--- src/rtl/fifo_wr_rptr_monitor.sv ---
// Write-domain receiver for the async FIFO's gray read pointer.
// Synchronizes the pointer into wclk, decodes it to binary, derives the
// registered fill level / almost-full flag against the write pointer, and
// keeps sticky overflow and pointer-integrity status.
module fifo_wr_rptr_monitor #(
    parameter int PTR_SIZE    = 4,
    parameter int SYNC_STAGES = 2,
    parameter int AF_THRESH   = 6
) (
    input  logic                wclk,
    input  logic                wrst_n,
    input  logic [PTR_SIZE-1:0] rptr_gray,
    input  logic [PTR_SIZE-1:0] wptr,
    input  logic                winc,
    input  logic                wfull,
    input  logic                wstat_clr,
    output logic [PTR_SIZE-1:0] sync_rd_ptr,
    output logic [PTR_SIZE-1:0] rbin_sync,
    output logic [PTR_SIZE-1:0] wlevel,
    output logic                walmost_full,
    output logic                wovf,
    output logic [7:0]          wovf_cnt,
    output logic                ptr_err
);

    localparam int DEPTH = 2 ** (PTR_SIZE - 1);
    localparam logic [PTR_SIZE-1:0] DEPTH_V = PTR_SIZE'(DEPTH);
    localparam logic [PTR_SIZE-1:0] AF_V    = PTR_SIZE'(AF_THRESH);

    // Gray to binary: bit i is the XOR of gray bits MSB..i.
    function automatic logic [PTR_SIZE-1:0] gray2bin(input logic [PTR_SIZE-1:0] g);
        logic [PTR_SIZE-1:0] b;
        b[PTR_SIZE-1] = g[PTR_SIZE-1];
        for (int i = PTR_SIZE - 2; i >= 0; i--) begin
            b[i] = b[i+1] ^ g[i];
        end
        return b;
    endfunction

    logic [PTR_SIZE-1:0] sync_q [SYNC_STAGES];
    logic [PTR_SIZE-1:0] rbin_q;
    logic [PTR_SIZE-1:0] prev_q;
    logic [PTR_SIZE-1:0] wlevel_q;
    logic                walmost_full_q;
    logic                wovf_q,  wovf_d;
    logic [7:0]          wovf_cnt_q, wovf_cnt_d;
    logic                ptr_err_q, ptr_err_d;

    logic [PTR_SIZE-1:0] wbin;
    logic [PTR_SIZE-1:0] level_next;
    logic [PTR_SIZE-1:0] step_diff;
    logic                gray_step_bad;
    logic                level_bad;
    logic                ovf_event;

    // Synchronizer chain: stage 0 samples the raw gray pointer.
    always_ff @(posedge wclk or negedge wrst_n) begin
        if (!wrst_n) begin
            for (int s = 0; s < SYNC_STAGES; s++) begin
                sync_q[s] <= '0;
            end
        end else begin
            sync_q[0] <= rptr_gray;
            for (int s = 1; s < SYNC_STAGES; s++) begin
                sync_q[s] <= sync_q[s-1];
            end
        end
    end

    assign sync_rd_ptr = sync_q[SYNC_STAGES-1];

    // Level and integrity terms; wrap-around falls out of the modular subtract.
    always_comb begin
        wbin          = gray2bin(wptr);
        level_next    = wbin - rbin_q;
        step_diff     = sync_rd_ptr ^ prev_q;
        // More than one bit set <=> clearing the lowest set bit leaves something.
        gray_step_bad = (step_diff & (step_diff - 1'b1)) != '0;
        level_bad     = level_next > DEPTH_V;
        ovf_event     = winc & wfull;
    end

    // Next-state for sticky status: a same-edge event or error beats the clear.
    always_comb begin
        wovf_d     = wovf_q;
        wovf_cnt_d = wovf_cnt_q;
        ptr_err_d  = ptr_err_q;
        if (wstat_clr) begin
            wovf_d     = 1'b0;
            wovf_cnt_d = '0;
            ptr_err_d  = 1'b0;
        end
        if (ovf_event) begin
            wovf_d = 1'b1;
            if (wstat_clr) begin
                wovf_cnt_d = 8'd1;
            end else if (wovf_cnt_q != 8'hFF) begin
                wovf_cnt_d = wovf_cnt_q + 8'd1;
            end
        end
        if (gray_step_bad || level_bad) begin
            ptr_err_d = 1'b1;
        end
    end

    // Decode, level, previous-pointer and status registers.
    always_ff @(posedge wclk or negedge wrst_n) begin
        if (!wrst_n) begin
            rbin_q         <= '0;
            prev_q         <= '0;
            wlevel_q       <= '0;
            walmost_full_q <= 1'b0;
            wovf_q         <= 1'b0;
            wovf_cnt_q     <= '0;
            ptr_err_q      <= 1'b0;
        end else begin
            rbin_q         <= gray2bin(sync_rd_ptr);
            prev_q         <= sync_rd_ptr;
            wlevel_q       <= level_next;
            walmost_full_q <= level_next >= AF_V;
            wovf_q         <= wovf_d;
            wovf_cnt_q     <= wovf_cnt_d;
            ptr_err_q      <= ptr_err_d;
        end
    end

    assign rbin_sync    = rbin_q;
    assign wlevel       = wlevel_q;
    assign walmost_full = walmost_full_q;
    assign wovf         = wovf_q;
    assign wovf_cnt     = wovf_cnt_q;
    assign ptr_err      = ptr_err_q;

endmodule

--- config.mk ---
export PLATFORM = sky130hd
export DESIGN_NAME = fifo_wr_rptr_monitor
export DESIGN_NICKNAME = d
export VERILOG_FILES = /design/src/rtl/fifo_wr_rptr_monitor.sv
export SDC_FILE = /design/constraint.sdc
export NUM_CORES = 1
export LEC_CHECK = 0
export ABC_AREA = 1
export CORE_UTILIZATION = 30
export DETAILED_ROUTE_END_ITERATION = 8
export MAX_ROUTING_LAYER = met4
export PLACE_DENSITY = 0.54
export REMOVE_ABC_BUFFERS = 1
export SYNTH_ARGS = -nofsm -noshare
export SYNTH_HDL_FRONTEND = slang
export SYNTH_SLANG_ARGS = --single-unit
--- constraint.sdc ---
create_clock -name wclk -period 1.95 [get_ports wclk]
set_clock_uncertainty 0.05 [all_clocks]
set_input_delay 0.4875 -clock wclk [delete_from_list [all_inputs] [get_ports wclk]]
set_output_delay 0.4875 -clock wclk [all_outputs]
set_load 0.005 [all_outputs]
clk_routes.png
Scale: 6 px per µm.
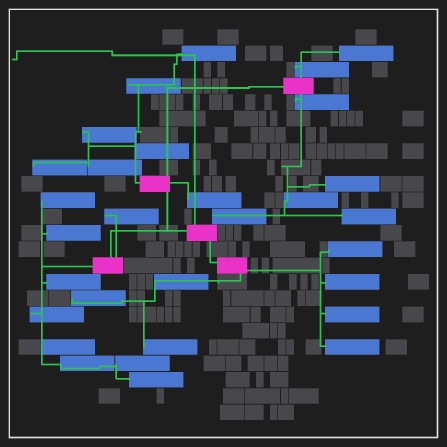
flip-flops -> blue  # count 30
clock drivers -> magenta  # count 5
clock wires -> green  # length 429 µm
routed clock nets = 6
flops lie = all over the die
clock network power consumption: 0.582 mW
clock share of power: 33.9%
source-to-sink clock delay at the later pin of the worst-skew pair: 280 ps

==> deck_impl_summary.md <==
Flow Results at a Glance

Clocking
  • Clock transition at the registers of the reported paths: 60 ps
  • TritonCTS clock tree: built
  • Number of buffers inserted for hold repair after clock tree synthesis: 0

Run status
  • Outcome: complete, but fails checks
  • Failing checks: design-rule violations, negative setup slack

Timing
  • Final Max-Slew Violation Tally: 0
  • RSZ-0062 raised after global routing: yes
  • Slew at the pin closest to its max-slew limit: 385 ps
  • Final total negative setup slack: -4.94 ps
  • Fin crit share: 100%
  • Fin worst setup slack: -4.94 ps
  • Number of setup violations in the final report: 1

Power
  • Total leakage power: 1.00 nW
  • Sequential group share of total power: 42.2%
  • Net switching fraction of the power: 24.9%
  • Cell-internal power: 1.29 mW
  • Design Power: 1.71 mW

Global routing
  • Global-route total usage across every layer: 13.4%
  • Overflow after GRT: 0

Flow run
  • OpenROAD warning count: 26

Critical path
  • Setup slack, reg-to-reg: 380 ps
  • Element type at the critical path end: register
  • Terminus of the critical flop-to-flop path: ptr_err
  • Number of buffers and inverters on the critical path: 2

Detailed routing
  • Mean number of vias per cell: 4.32
  • Met2 routed WL: 1.32 mm
  • Antenna Violating Nets Remaining: 0
  • DRC violations left: 10
  • Number of DRC markers after the initial detailed-route iteration: 63
  • Length of the first detailed-routing pass in iterations: 8

Die
  • Chip height: 71.1 µm

Final layout
  • Layout Area Growth over Synthesis: 41.7%
  • Top cell excl fill/tap: sky130_fd_sc_hd__nand2_1

Logic synthesis
  • Number of warnings printed during yosys synthesis: 0
  • Mean post-synth cell area: 8.91 µm²
  • Register bit total from synthesis: 30

Place
  • Routability congestion estimate from global placement: 0.881
metal_density.png
Scale: 6 px per µm. The die is cut into 14 by 14 equal tiles; white is low, dark blue is high, scaled to the fullest tile. Values are wire area over tile area, all layers added.
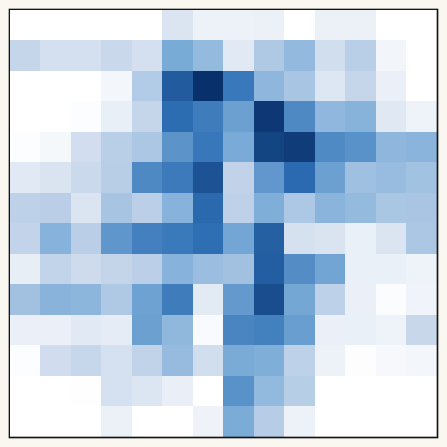
mean over tiles = 0.088
tiles over half the peak = 20%
fullest tile = 0.30
densest ninth of the die = center
nearly empty tiles = 18%

cell families after synthesis:
logic type	Yosys count	synth area share, %
AND-OR/OR-AND	5	1.83
adder cells (fa/ha/maj)	5	4.89
XOR/XNOR	9	6.46
AND/OR/NAND/NOR	81	25.0
buffers and inverters	31	9.51
flip-flops	30	52.4
power groups by stage:
| stage | Combinational, mW | Clock [mW] | Sequential [mW] |
|---|---|---|---|
| 2_1_floorplan | 0.144 | 0 | 0.739 |
| 3_3_place_gp | 0.366 | 0 | 0.733 |
| 3_5_place_dp | 0.376 | 0 | 0.735 |
| 4_1_cts | 0.394 | 0.604 | 0.724 |
| 5_1_grt | 0.451 | 0.634 | 0.735 |
| 6_report | 0.409 | 0.582 | 0.723 |
worst max-delay path by stage:
stage | to
final | ptr_err
after global routing | ptr_err
after CTS | ptr_err
after detailed placement | ptr_err
after global placement | ptr_err
after floorplan | ptr_err
area by class of cell:
type                    count  area [µm²]
well taps                  52        65.1
fillers                   428        2440
clock buffers               8         110
repair buffers             45         425
multi-input cells         100         587
inverters                  25        93.8
flip-flops and latches     30         751
synth_stat cells, drive strengths merged:
| master | count |
|---|---|
| o21ai | 3 |
| dfrtp | 30 |
| inv | 25 |
| ha | 4 |
| a31oi | 1 |
| xor2 | 5 |
| buf | 6 |
| fa | 1 |
| nand2 | 46 |
| xnor2 | 3 |
| xnor3 | 1 |
| nand4 | 1 |
| nand2b | 1 |
| nor3 | 1 |
| nand3 | 15 |
| a21oi | 1 |
| nor2 | 16 |
| nand3b | 1 |
metal layers:
layer / GRT usage [%] / up-vias
met4: 6.00 / 0
li1: - / 581
met5: - / -
met3: 4.42 / 5
met2: 20.8 / 28
met1: 15.7 / 509
flip-flops by register name, summed over array words and instances (netlist names):
signal,count
rbin_sync,3
wovf_cnt,8
ptr_err,1
prev_q,4
wovf,1
wlevel,4
sync_rd_ptr,4
walmost_full,1
sync_q,4
what timing repair did:
item,CTS,global route
pin swaps,9,6
buffers inserted,3,0
gates resized,19,4
hold endpoints to repair,0,0
endpoints found under the setup margin,5,2
cloned,0,0
through the flow:
stage	hold slack, ps	utilization [%]	cell area [µm²]	cells
after detailed placement	285	41.6	1860	249
after global placement	283	41.6	1860	249
final	297	45.4	2030	260
after global routing	318	45.4	2030	260
after floorplan	142	-	1390	155
after CTS	299	44.9	2010	260
Power is estimated from default activity; no workload was simulated.
